Pin placement:
Drawn at 8 px/um. Pins as bars across the die edge, other pins in grey.
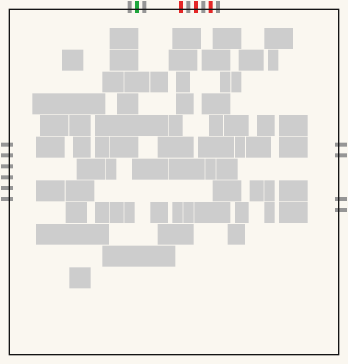
Signal metal coverage by tile:
Drawn at 6 px/um. The die is cut into 8 by 9 equal tiles; dark purple is low, yellow is high, scaled to the fullest tile. Values are wire area over tile area, all layers added.
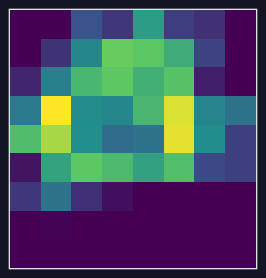
Placement by cell class:
Drawn at 12 px/um.
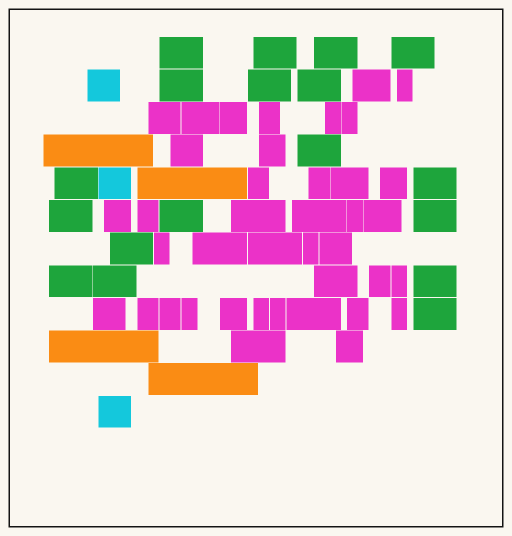
The metal 3 layer:
Drawn at 12 px/um. Cells faint in the background.
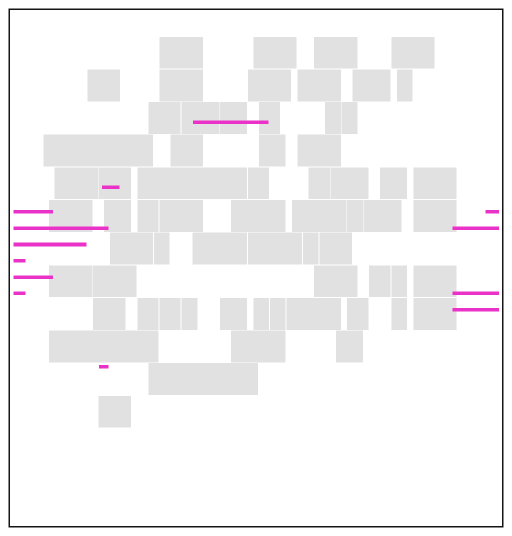
==> config.mk <==
export PLATFORM = sky130hd
export DESIGN_NAME = risc_sequencer
export DESIGN_NICKNAME = d
export VERILOG_FILES = /design/src/rtl/risc_sequencer.sv
export SDC_FILE = /design/constraint.sdc
export NUM_CORES = 1
export LEC_CHECK = 0
export CORE_AREA = 2 2 39 41
export DETAILED_ROUTE_END_ITERATION = 8
export DIE_AREA = 0 0 41 43
export PLACE_DENSITY = 0.63
export SKIP_CTS_REPAIR_TIMING = 1
export SLEW_MARGIN = 25
export SYNTH_ARGS = -nofsm -noshare
export SYNTH_HDL_FRONTEND = slang
export SYNTH_SLANG_ARGS = --single-unit
==> constraint.sdc <==
create_clock -name clk -period 4.34 [get_ports clk]
set_clock_uncertainty 0.05 [all_clocks]
set_input_delay 0.868 -clock clk [delete_from_list [all_inputs] [get_ports clk]]
set_output_delay 0.868 -clock clk [all_outputs]
set_load 0.005 [all_outputs]
==> src/rtl/risc_sequencer.sv <==
`default_nettype none
// ============================================================================
// Module   : risc_sequencer
// Brief    : 8-phase instruction sequencer for the 8-bit RISC core; drives
//            fetch/execute strobes from phase, opcode and the zero flag.
// Revision : 1.0 - initial release
// ============================================================================
module risc_sequencer #(
    parameter int PHASES = 8,
    parameter int OPW    = 3
) (
    input  logic           clk,
    input  logic           rst,
    input  logic           enable,
    input  logic [OPW-1:0] opcode,
    input  logic           zero,
    output logic [2:0]     phase,
    output logic           sel,
    output logic           rd,
    output logic           ld_ir,
    output logic           inc_pc,
    output logic           ld_pc,
    output logic           ld_ac,
    output logic           wr,
    output logic           data_e,
    output logic           halt
);

    localparam logic [2:0] c_LAST_PHASE = 3'(PHASES - 1);

    localparam logic [OPW-1:0] c_OP_HLT = OPW'(0);
    localparam logic [OPW-1:0] c_OP_SKZ = OPW'(1);
    localparam logic [OPW-1:0] c_OP_ADD = OPW'(2);
    localparam logic [OPW-1:0] c_OP_AND = OPW'(3);
    localparam logic [OPW-1:0] c_OP_XOR = OPW'(4);
    localparam logic [OPW-1:0] c_OP_LDA = OPW'(5);
    localparam logic [OPW-1:0] c_OP_STO = OPW'(6);
    localparam logic [OPW-1:0] c_OP_JMP = OPW'(7);

    localparam logic [2:0] c_PH_INST_ADDR  = 3'd0;
    localparam logic [2:0] c_PH_INST_FETCH = 3'd1;
    localparam logic [2:0] c_PH_INST_LOAD  = 3'd2;
    localparam logic [2:0] c_PH_IDLE       = 3'd3;
    localparam logic [2:0] c_PH_OP_ADDR    = 3'd4;
    localparam logic [2:0] c_PH_OP_FETCH   = 3'd5;
    localparam logic [2:0] c_PH_ALU_OP     = 3'd6;
    localparam logic [2:0] c_PH_STORE      = 3'd7;

    logic [2:0] r_phase;
    logic       r_halted;

    logic w_aluop;
    logic w_hlt_now;
    logic w_sel;
    logic w_rd;
    logic w_ld_ir;
    logic w_inc_pc;
    logic w_ld_pc;
    logic w_ld_ac;
    logic w_wr;
    logic w_data_e;

    assign w_aluop   = (opcode == c_OP_ADD) || (opcode == c_OP_AND) ||
                       (opcode == c_OP_XOR) || (opcode == c_OP_LDA);
    assign w_hlt_now = (r_phase == c_PH_OP_ADDR) && (opcode == c_OP_HLT);

    // Halt capture is independent of enable; the phase freezes once halted.
    always_ff @(posedge clk or negedge rst) begin
        if (!rst) begin
            r_phase  <= c_PH_INST_ADDR;
            r_halted <= 1'b0;
        end else begin
            if (enable && !r_halted) begin
                r_phase <= (r_phase == c_LAST_PHASE) ? c_PH_INST_ADDR : r_phase + 3'd1;
            end
            if (w_hlt_now) begin
                r_halted <= 1'b1;
            end
        end
    end

    always_comb begin
        w_sel    = 1'b0;
        w_rd     = 1'b0;
        w_ld_ir  = 1'b0;
        w_inc_pc = 1'b0;
        w_ld_pc  = 1'b0;
        w_ld_ac  = 1'b0;
        w_wr     = 1'b0;
        w_data_e = 1'b0;
        case (r_phase)
            c_PH_INST_ADDR: begin
                w_sel = 1'b1;
            end
            c_PH_INST_FETCH: begin
                w_sel = 1'b1;
                w_rd  = 1'b1;
            end
            c_PH_INST_LOAD, c_PH_IDLE: begin
                w_sel   = 1'b1;
                w_rd    = 1'b1;
                w_ld_ir = 1'b1;
            end
            c_PH_OP_ADDR: begin
                w_inc_pc = 1'b1;
            end
            c_PH_OP_FETCH: begin
                w_rd = w_aluop;
            end
            c_PH_ALU_OP: begin
                w_rd     = w_aluop;
                w_inc_pc = (opcode == c_OP_SKZ) && zero;
                w_ld_pc  = (opcode == c_OP_JMP);
                w_data_e = (opcode == c_OP_STO);
            end
            c_PH_STORE: begin
                w_rd     = w_aluop;
                w_ld_ac  = w_aluop;
                w_ld_pc  = (opcode == c_OP_JMP);
                w_wr     = (opcode == c_OP_STO);
                w_data_e = (opcode == c_OP_STO);
            end
            default: begin
                w_sel = 1'b0;
            end
        endcase
    end

    // A halted core must not touch memory, PC or accumulator.
    assign phase  = r_phase;
    assign halt   = r_halted || w_hlt_now;
    assign sel    = w_sel    && !r_halted;
    assign rd     = w_rd     && !r_halted;
    assign ld_ir  = w_ld_ir  && !r_halted;
    assign inc_pc = w_inc_pc && !r_halted;
    assign ld_pc  = w_ld_pc  && !r_halted;
    assign ld_ac  = w_ld_ac  && !r_halted;
    assign wr     = w_wr     && !r_halted;
    assign data_e = w_data_e && !r_halted;

endmodule
`default_nettype wire

==> impl.org <==
#+TITLE: Physical design notes

** Final layout
- Final Core Density :: 42.8%
- 0 antenna diodes ended up in the layout.
- In the layout the commonest cells are 18 x clkdlybuf4s50_1, 6 x ha_1, 5 x nor2_1, 4 x dfrtp_1.
- Between the synthesized netlist and the finished layout, the area growth was recorded as 58.2%.

** Synthesis
- Main area contributors :: dfrtp_1 27%, ha_1 20%, o21bai_1 6.0%
- Sequential-to-total area share from yosys stat :: 26.8%
- Yosys reports the multiplexer fraction of the synthesized area as 0%.
- Share of async-settable or async-resettable flops after synthesis :: 100%
- Among the non-sequential cells, simple AND/OR/NAND/NOR gates take the most area.
- Synth warn :: 0
- Adder-Cell Fraction of Synth Area :: 20.1%
- Summing the areas of all xor and xnor instances in the mapped netlist gives 2.34% of the synthesized area.
- Number of standard cells reported by yosys :: 45
- Sorting the Yosys area breakdown by cell type puts at the top dfrtp_1.
- A synthesized cell averages 8.31 um^2.
- Simple Share, Synth :: 24.4%
- Among all flip-flop cells after synthesis, the most frequent one is dfrtp_1.

** Floorplan
- Per the OpenROAD floorplan log, the height of the die is 43 um.
- I/O pin count :: 19
- Standard-cell row count :: 14
- Die W :: 41 um
- Chip Area :: 1760 um^2

** Hold path
- The type recorded for the worst min-delay path is reg2reg.
- The number of cells on the worst hold path is listed as 2.
- Hold EP :: phase[1]
- Looking at hold timing, the worst path starts from phase[1].

** Timing
- The pin closest to its max-slew limit shows a slew of 0.278 ns.
- The final layout reports a setup TNS of 0 ns.
- Post-layout period usage :: 74.7%
- Measured against its own limit, the worst slew margin works out to 81.2%.
- The final max-slew violation count recorded for this run is 0.
- Worst hold margin :: 0.519 ns
- Max Fclk :: 309 MHz

** Worst setup path
- For this design, the slowest cell found on the critical path is clkdlybuf4s50_1.
- Worst setup path category :: in2out
- Crit path launch :: opcode[2]
- Largest incremental delay on the critical path :: 0.54 ns
- Crit path DRT :: 3.42 ns
- Setup slack on the worst reg-to-reg path comes out at 2.97 ns.
- Worst Setup EP :: inc_pc
- The report puts the cell count of the worst reg-to-reg path at 4.
- The most numerous cell type found on the critical path is clkdlybuf4s50_1.
- Looking at the critical path, the highest net fanout was 3.
- R2R Path End :: phase[1]
- The worst setup path is launched from an input port.

** CTS
- H-tree levels :: 1
- Per the skew report, the later register of the worst-skew pair sees a clock latency of 0.23 ns.
- Sink count of the clock tree :: 4
- TritonCTS built the clock tree.
- Clock input transition at the sequential cells of the worst setup and hold paths :: 0.04 ns
- In this run the deepest clock path goes through 2 buffers.
- Root Buffer :: clkbuf_4
- The number of clock buffers added by TritonCTS is 3.

** Place
- Once detailed placement completed, the half-perimeter wirelength came to 686 um.

** GRT
- Total global-route track usage :: 12.8%
- The first global-routing pass estimated 1510 um of wire.
- Largest net degree at the start of global routing :: 12

** Power
- Internal power summed over all cells :: 220 uW
- Switching power of the nets :: 140 uW
- Portion of total power attributed to combinational logic :: 61.2%
- Power attributed to sequential cells :: 92.7 uW
- Post-layout total power :: 360 uW
- The largest part of the power goes to combinational cells.
- Pwr per Cell Area :: 608 nW/um^2
- In this run, power in combinational logic comes to 220 uW.

** Job
- Max_cap viols :: 0
- Number of OpenROAD warnings :: 30

** Drt
- Per the detailed-route log, wirelength across all metal layers totals 838 um.
- Routed metal-1 wirelength :: 414 um
- The detailed router reports a met3 wire length of 39 um.
- Nets still carrying antenna violations after routing amount to 0.
- Wire length on met2 :: 369 um

** Status
- The flow ran to the end, and the final reports show no timing, DRC or antenna violations.
## Picture notes: 'pin placement'
[halt] green | pins: 1 | direction: output | edge: top
[opcode] red | pins: 3 | direction: input | edge: top
all pins by edge: 9 top, 6 left, 4 right

## Picture notes: 'signal metal coverage by tile'
emptiest ninth of the die: lower right
fullest tile: 0.26
nearly empty tiles: 36%
mean over tiles: 0.076
tiles over half the peak: 26%

## Picture notes: 'placement by cell class'
[registers] orange | cells: 4 | share of their area: 18%
[clock-net drivers] cyan | cells: 3 | share of their area: 3.9%
[remaining logic cells] magenta | cells: 40 | share of their area: 47%
[remaining buffers and delay cells] green | cells: 18 | share of their area: 32%

## Picture notes: 'the metal 3 layer'
longest straight run: 7.60 um
nets with wire on the layer: 12
share of all routed wire: 4.7%

==> per-layer routing <==
layer / global-route usage, % / up-vias
li1: - / 202
met5: 0 / -
met2: 14.7 / 14
met3: 2.09 / 2
met1: 19.7 / 167
met4: 10.0 / 0
==> layout make-up <==
| type | instances | area (um^2) |
|---|---|---|
| Tap cell | 16 | 20.0 |
| Clock buffer | 3 | 22.5 |
| Fill cell | 147 | 792 |
| Multi-Input combinational cell | 37 | 258 |
| Timing Repair Buffer | 18 | 180 |
| Sequential cell | 4 | 100 |
| Inverter | 3 | 11.3 |
==> metrics by stage <==
step	instances	cell area, um^2	worst slack (ns)
floorplan	45	374	2.09
global placement	78	569	1.10
detailed placement	78	569	1.10
CTS	81	592	1.09
global route	81	592	0.936
finish	81	592	1.10
Power is estimated from default activity; no workload was simulated.
